Fig. 1: run 1, metal 1
(1.5 px per um)
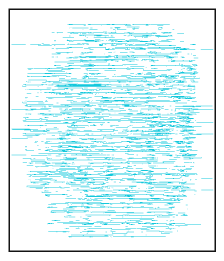
Fig. 2: run 1, sequential cells grouped by signal name
(3 px per um) Other sequential cells in the stronger gray, the rest of the logic in the fainter gray.
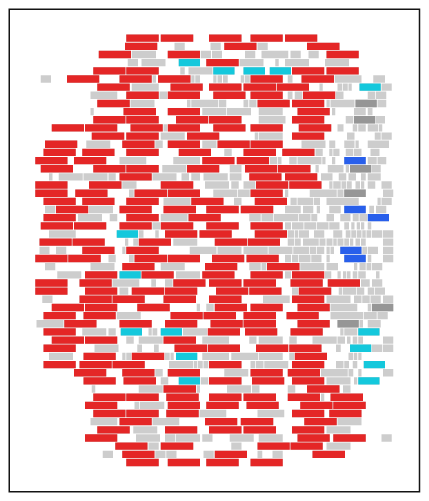
Fig. 3: run 1, routing congestion
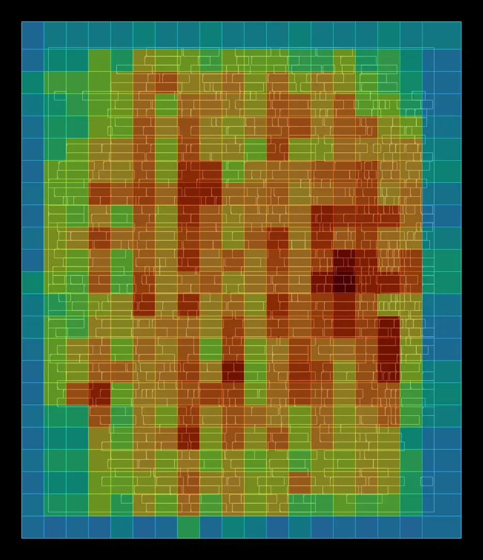
Fig. 4: run 1, gate families picked out
(1.5 px per um)
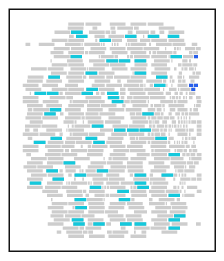
<file path="config.mk">
export PLATFORM = sky130hd
export DESIGN_NAME = instr_sequencer
export DESIGN_NICKNAME = d
export VERILOG_FILES = /design/src/rtl/seq_pkg.sv /design/src/rtl/seq_prog_ram.sv /design/src/rtl/instr_sequencer.sv
export SDC_FILE = /design/constraint.sdc
export NUM_CORES = 1
export LEC_CHECK = 0
export CORE_ASPECT_RATIO = 1.2
export CORE_MARGIN = 8
export CORE_UTILIZATION = 59
export DETAILED_ROUTE_END_ITERATION = 12
export GPL_TIMING_DRIVEN = 0
export HOLD_SLACK_MARGIN = 0.12
export PLACE_DENSITY_LB_ADDON = 0.2
export SYNTH_ARGS = -nofsm -noshare
export SYNTH_HDL_FRONTEND = slang
export SYNTH_SLANG_ARGS = --single-unit
</file>
<file path="constraint.sdc">
create_clock -name clk -period 3.9 [get_ports clk]
set_clock_uncertainty 0.05 [all_clocks]
set_input_delay 0.78 -clock clk [delete_from_list [all_inputs] [get_ports clk]]
set_output_delay 0.78 -clock clk [all_outputs]
set_load 0.03 [all_outputs]
</file>
<file path="src/rtl/seq_pkg.sv">
// Shared types and constants for the instruction sequencer: FSM states,
// instruction field positions and opcode encodings.
package seq_pkg;

    typedef enum logic [1:0] {
        IDLE,
        FETCH,
        ISSUE,
        DONE
    } state_t;

    localparam int OPC_MSB = 15;
    localparam int OPC_LSB = 13;
    localparam int RD_MSB  = 12;
    localparam int RD_LSB  = 11;
    localparam int RS_MSB  = 10;
    localparam int RS_LSB  = 9;
    localparam int IMM_MSB = 7;

    localparam logic [2:0] LOAD  = 3'b000;
    localparam logic [2:0] MOVE  = 3'b001;
    localparam logic [2:0] ADD   = 3'b010;
    localparam logic [2:0] SUB   = 3'b011;
    localparam logic [2:0] AND   = 3'b100;
    localparam logic [2:0] OR    = 3'b101;
    localparam logic [2:0] XOR   = 3'b110;
    localparam logic [2:0] STORE = 3'b111;

endpackage

</file>
<file path="src/rtl/seq_prog_ram.sv">
// Program RAM: single write port, synchronous read with enable. Only the read
// register is reset; the array contents survive reset.
module seq_prog_ram #(
    parameter int ADDR_W  = 4,
    parameter int INSTR_W = 16
) (
    input  logic               clk,
    input  logic               reset,
    input  logic               we,
    input  logic [ADDR_W-1:0]  waddr,
    input  logic [INSTR_W-1:0] wdata,
    input  logic               re,
    input  logic [ADDR_W-1:0]  raddr,
    output logic [INSTR_W-1:0] rdata
);

    logic [INSTR_W-1:0] mem [2**ADDR_W];

    always_ff @(posedge clk) begin
        if (we) begin
            mem[waddr] <= wdata;
        end
    end

    // The read register doubles as the presented instruction, so it holds
    // whenever re is low.
    always_ff @(posedge clk) begin
        if (reset) begin
            rdata <= '0;
        end else if (re) begin
            rdata <= mem[raddr];
        end
    end

endmodule

</file>
<file path="src/rtl/instr_sequencer.sv">
// Instruction-issue front end: loadable program RAM, PC stepping and a
// valid/ready instruction port. Define SEQ_LOOP_EN to loop the program forever.
module instr_sequencer
    import seq_pkg::*;
#(
    parameter int ADDR_W  = 4,
    parameter int INSTR_W = 16
) (
    input  logic               clk,
    input  logic               reset,
    input  logic               prog_we,
    input  logic [ADDR_W-1:0]  prog_addr,
    input  logic [INSTR_W-1:0] prog_data,
    input  logic [ADDR_W:0]    prog_len,
    input  logic               start,
    input  logic               stop,
    output logic               instr_valid,
    input  logic               instr_ready,
    output logic [2:0]         opCode,
    output logic [1:0]         rd,
    output logic [1:0]         rs,
    output logic [7:0]         imm,
    output logic [ADDR_W-1:0]  pc,
    output logic               busy,
    output logic               done
);

    state_t               state;
    state_t               state_next;
    logic [ADDR_W:0]      len_latched;
    logic [ADDR_W:0]      pc_inc;
    logic                 last_instr;
    logic                 accept;
    logic                 launch;
    logic                 ram_re;
    logic [INSTR_W-1:0]   rdata;
    logic                 unused_reserved;

    // Compare at ADDR_W+1 bits so a full-depth program does not alias to 0.
    assign pc_inc     = {1'b0, pc} + (ADDR_W+1)'(1);
    assign last_instr = (pc_inc == len_latched);
    assign accept     = (state == ISSUE) && instr_ready && !stop;
    assign launch     = ((state == IDLE) || (state == DONE)) && start;

    always_ff @(posedge clk) begin
        if (reset) begin
            state <= IDLE;
        end else begin
            state <= state_next;
        end
    end

    always_comb begin
        state_next = state;
        unique case (state)
            IDLE, DONE: begin
                if (start) begin
                    state_next = (prog_len == '0) ? DONE : FETCH;
                end
            end
            FETCH: begin
                state_next = stop ? DONE : ISSUE;
            end
            ISSUE: begin
                if (stop) begin
                    state_next = DONE;
                end else if (instr_ready) begin
`ifdef SEQ_LOOP_EN
                    state_next = FETCH;
`else
                    state_next = last_instr ? DONE : FETCH;
`endif
                end
            end
            default: state_next = IDLE;
        endcase
    end

    always_comb begin
        instr_valid = 1'b0;
        busy        = 1'b0;
        done        = 1'b0;
        ram_re      = 1'b0;
        unique case (state)
            FETCH: begin
                busy   = 1'b1;
                ram_re = 1'b1;
            end
            ISSUE: begin
                busy        = 1'b1;
                instr_valid = 1'b1;
            end
            DONE:    done = 1'b1;
            default: ;
        endcase
    end

    always_ff @(posedge clk) begin
        if (reset) begin
            pc          <= '0;
            len_latched <= '0;
        end else if (launch) begin
            pc          <= '0;
            len_latched <= prog_len;
        end else if (accept) begin
            if (!last_instr) begin
                pc <= pc_inc[ADDR_W-1:0];
            end else begin
`ifdef SEQ_LOOP_EN
                pc <= '0;
`else
                pc <= pc;
`endif
            end
        end
    end

    seq_prog_ram #(
        .ADDR_W  (ADDR_W),
        .INSTR_W (INSTR_W)
    ) u_ram (
        .clk   (clk),
        .reset (reset),
        .we    (prog_we && !busy),
        .waddr (prog_addr),
        .wdata (prog_data),
        .re    (ram_re),
        .raddr (pc),
        .rdata (rdata)
    );

    assign opCode          = rdata[OPC_MSB:OPC_LSB];
    assign rd              = rdata[RD_MSB:RD_LSB];
    assign rs              = rdata[RS_MSB:RS_LSB];
    assign imm             = rdata[IMM_MSB:0];
    assign unused_reserved = rdata[8];

endmodule

</file>
==> summary.txt, run 1 <==
run results: Chip Area 21850 sq um, crit-path cells inv_1 -> ha_1 -> inv_1 -> clkdlybuf4s50_1, placer congestion estimate 0.8194, Internal 4.876 mW, 1st-pass router iterations 5, I/O pin total 53, Worst Min Path Start u_ram.rdata[1], Tmin final 2.981 ns, CTS Sinks 266, FP Util 59.42%, Top Registers u_ram.mem (240), u_ram.rdata (15), len_latched (5), final antenna-violating net count 0, # Cells Yosys around 520, yosys adder share 0.4885%, mean post-synth cell area approximately 20 sq um, Latency at later pin 0.52 ns, buffer and inverter count on the worst path 3, run status completed, TritonCTS buffer count 25, Largest Register u_ram.mem, Detail Placement HPWL 15.56 mm, critical path depth 4, LEAKAGE between 3 and 4 nW, fmax 335.4 MHz, Inverters 4, Post-synth mux share a little over an eighth, type of the most critical hold path register to register, Worst Max-Slew Pin Slew 0.9344 ns, Top class by area flip-flops and latches, Net Sw Power roughly 1.6 mW, max FFs per register 240, worst hold path depth 2, CP Max Fanout 4, Residual DRC 0, Yosys top cell by area edfxtp_1, Critical Path Source Type register, mi-comb count 226, yosys xor share 0.3420%, RSZ-0062 raised after global routing no, final layout net count about 650, Synth-to-Final Area Change 17.94%, vias in the first global route 5678, Final Hold Fails 0, Yosys Chip Area ~10000 sq um, synth top area cells edfxtp_1 (70%), mux4_2 (13%), dfxtp_1 (5.1%), a22oi_1 (2.2%), a21oi_1 (1.9%), ys async rst share 0%, Reg2Reg Depth 6, Hold Path End u_ram.rdata[1], port buffer count 50, initial antenna violation count 0, pwr dens 533.3 nW/um^2, Main synth FF type edfxtp_1, CP max stage cell clkdlybuf4s50_1, Max Cap Viol 0, bufs w/o clock 96, Die W 136.3 um, Yosys top cell by instances edfxtp_1, post-synthesis cell count between 500 and 600, most frequent CP cell inv_1, number of gates resized after cts 0, Synthesized registers 266, Seq pwr share between 50 and 60%, Net Sw Frac 24.33%, placed instance count 812, family with the most delay on the worst path buffers and inverters, clock buffer depth 3, CTS Root Cell clkbuf_16, Worst VDD drop 0.0004396 V, core footprint 17240 sq um, reg-to-reg setup timing slack between 0.9 and 1 ns, layout cells sized above 1 22.57%, Largest logic family multiplexers, vias per cell 6.339, Die Ht 160.4 um, crit path DAT 2.15 ns, syn nets 559, CP Capture Point busy, largest net degree at the start of global routing 17, clk_buf instances 34, Largest stage delay, worst path just under 0.7 ns, Slew headroom between 30% and 40%, crit end category primary output, Cell Rows ~53, part of the power in combinational logic 12.4%, data required time of the worst path around 3.1 ns, reg-to-reg startpoint state[0], setup violators final 0, comb. cell area 2394 sq um, first-pass GRT wire length approximately 35 mm, WS Path Type register to primary output, post-synthesis compound-gate area fraction 5.496%, Reg area 7727 sq um, GR Overflow Total 0, stage-log warning count 29, Final WS setup 0.9188 ns, Top cell area share between 70 and 80%, reg2reg end u_ram.mem[12][11], Top Layout Cells edfxtp_1 (240), mux4_2 (60), clkdlybuf4s50_1 (50), Post-synth top cells edfxtp_1 (240), mux4_2 (60), a21oi_1 (39), flip-flops with a built-in enable 240, setup repair bufs after CTS 0, clock share of power 36.6%, Synth Seq Share 75.43%, Ant. Diodes 0, TritonCTS clock tree done, num tapcells 220, P_comb 0.799 mW, max-slew violation count 0, Synth Area in Simple Gates approximately 3.4%, non-clk buf share 7.259%, flop count 266, Yosys cell types 39
About Fig. 1:
The wires run mostly horizontal. 624 nets have wire on it. The longest straight run is 70.4 um. The layer holds 39% of the routed length.
vias: 5439
GR met1 Demand/Resource: 28.93%
Total Wirelength: 23.35 mm

About Fig. 2:
Red stands for u_ram.mem, placed flops 240. Blue stands for len_latched, placed flops 5, where east. Cyan stands for u_ram.rdata, placed flops 15.
Another 6 sequential cells are not colored.
Seq power: 3.29 mW
Seq area share: 63.95%

About Fig. 3:
routed len/inst: 27.21 um
most used routing layer in global routing: met2
GRT Overall Usage: 21.77%

About Fig. 4:
Blue stands for xor and xnor cells, cells 4. Cyan stands for mux cells, cells 60, most used mux4_2.
Comb/total area: 19.81%
post-route insts no fill: 858
most frequent logic cell in the layout: edfxtp_1

==> run 1: per-layer routing <==
layer	global-route usage, %	up-vias	wire length [um]
met5	0	-	0
met1	28.93	2776	9104
met2	34.75	265	11500
li1	-	2346	-
met4	8.904	0	851
met3	4.219	52	1894
==> run 1: through the flow <==
step / hold slack, ns / util, % / power [mW]
after floorplan: 0.3978 / - / 3.792
after global placement: 0.4204 / 63.92 / 4.078
after detailed placement: 0.4256 / 65.47 / 4.136
after CTS: 0.4545 / 70.08 / 6.468
after global routing: 0.4709 / 70.08 / 6.643
final: 0.4529 / 70.08 / 6.444
==> run 1: worst register-to-register path, stage by stage, from the launching register on <==
cell and delay, ns:
dfxtp_1 0.36, inv_1 0.08, ha_1 0.36, buf_1 0.35, nand4_1 0.35, nor3_2 0.80
buf_6 0.27
==> run 1 -> run 2 <==
--- a/config.mk
+++ b/config.mk
@@ -7,7 +7,7 @@
 export LEC_CHECK = 0
 export CORE_ASPECT_RATIO = 1.2
 export CORE_MARGIN = 8
-export CORE_UTILIZATION = 59
+export CORE_UTILIZATION = 54
 export DETAILED_ROUTE_END_ITERATION = 12
 export GPL_TIMING_DRIVEN = 0
 export HOLD_SLACK_MARGIN = 0.12
==> constraint.sdc (replaced) <==
create_clock -name clk -period 2.5 [get_ports clk]
set_clock_uncertainty 0.05 [all_clocks]
set_input_delay 0.5 -clock clk [delete_from_list [all_inputs] [get_ports clk]]
set_output_delay 0.5 -clock clk [all_outputs]
set_load 0.03 [all_outputs]
==> summary.txt, run 2 <==
run results: post-synthesis compound-gate area fraction 5.496% (unchanged), reg-to-reg setup timing slack 0.06 ns (was 0.98 ns), placed instance count 846 (was 812), CP max stage cell nor2_2 (was clkdlybuf4s50_1), Total Wirelength 23.35 mm (about the same), 1st-pass router iterations 5 (unchanged), critical path depth 6 (was 4), GR met1 Demand/Resource 25.51% (was 28.93%), reg-to-reg startpoint state[0] (unchanged), type of the most critical hold path input pin to register (was register to register), Synthesized registers 266 (unchanged), crit path DAT 2.61 ns (was 2.15 ns), WL met2 11.45 mm (was 11.50 mm), core footprint 18720 sq um (was 17240 sq um), Residual DRC 0 (unchanged), WHS 0.3496 ns (was 0.4529 ns), mean post-synth cell area 19.55 sq um (unchanged), clock buffer depth 3 (unchanged), max-slew violation count 0 (unchanged), Top cell area share 70.35% (unchanged), pwr dens 819.7 nW/um^2 (was 533.3 nW/um^2), Final Hold Fails 0 (unchanged), Yosys cell types 39 (unchanged), Detail Placement HPWL 15.31 mm (was 15.56 mm), Reg area 7727 sq um (unchanged), met2 usage 33.76% (was 34.75%), yosys adder share 0.4885% (unchanged), post-synthesis cell count 524 (unchanged), vias per cell 6.136 (was 6.339), Reg2Reg Depth 6 (unchanged), LEAKAGE 3.856 nW (was 3.783 nW), fmax 410.7 MHz, Cell Rows 55 (was 53), Ant. Diodes 0 (unchanged), GR Overflow Total 0 (unchanged), Yosys Chip Area 10240 sq um (unchanged), Largest logic family multiplexers (unchanged), syn nets 559 (unchanged), WS Path Type register to register (was register to primary output), buffer and inverter count on the worst path 2 (was 3), setup repair bufs after CTS 4 (was 0), CTS Sinks 266 (unchanged), Yosys top cell by area edfxtp_1 (unchanged), comb. cell area 2454 sq um (was 2394 sq um), routed len/inst 26.00 um (was 27.21 um), Largest stage delay, worst path 0.51 ns (was 0.69 ns), port buffer count 50 (unchanged), initial antenna violation count 0 (unchanged), Final WS setup 0.06490 ns (was 0.9188 ns), CP Max Fanout 9 (was 4), flip-flops with a built-in enable 240 (unchanged), FP Util 54.73% (was 59.42%), Worst Min Path Start start (was u_ram.rdata[1]), Die W 141.7 um (was 136.3 um), Worst Max-Slew Pin Slew 0.8621 ns (was 0.9344 ns), first-pass GRT wire length 35.65 mm (was 34.59 mm), run status completed (unchanged), yosys xor share 0.3420% (unchanged), # Cells Yosys 524 (unchanged), Largest Register u_ram.mem (unchanged), crit end category register (was primary output), Hold Path End len_latched[0] (was u_ram.rdata[1]), most used routing layer in global routing met2 (unchanged), RSZ-0062 raised after global routing yes (was no), synth top area cells edfxtp_1 (70%), mux4_2 (13%), dfxtp_1 (5.1%), a22oi_1 (2.2%), a21oi_1 (1.9%) (unchanged), Main synth FF type edfxtp_1 (unchanged)
run 2: area by class of cell:
| class | count | area share (%) |
|---|---|---|
| flip-flops and latches | 266 | 62.86 |
| multi-input cells | 226 | 19.96 |
| repair buffers | 71 | 6.392 |
| clock buffers | 36 | 6.005 |
| well taps | 256 | 2.606 |
| plain buffers | 28 | 1.354 |
| clock inverters | 11 | 0.7023 |
| inverters | 4 | 0.1221 |
run 2: logic make-up (layout without fill, tap and decap cells):
kind of cell               Yosys count  in the layout
AOI/OAI and AO/OA                   86             86
xor gates and xnor gates             4              4
DFF                                266            266
adders and majority gates            4              4
buffers and inverters               32            150
muxes                               60             60
and+or+nand+nor                     72             72
run 2: where the power goes:
part           internal [mW]  total [mW]  switching (mW)
combinational          0.453        1.27           0.819
sequential              5.04        5.12          0.0794
clock                   2.08        3.68            1.60
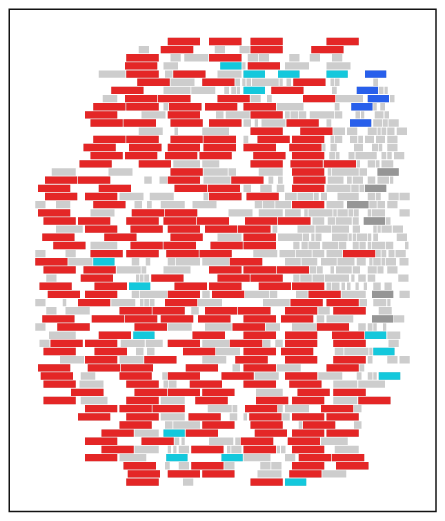
Fig. 5. Sequential cells grouped by signal name (run 2).
(3 px per um) Other sequential cells in the stronger gray, the rest of the logic in the fainter gray.
Red stands for u_ram.mem, placed flops 240. Cyan stands for u_ram.rdata, placed flops 15. Blue stands for len_latched, placed flops 5, where north-east.
Seq area share: 62.86%
Seq power: 5.12 mW
Core Util, Final: 65.68%

Power and IR drop assume default switching activity.
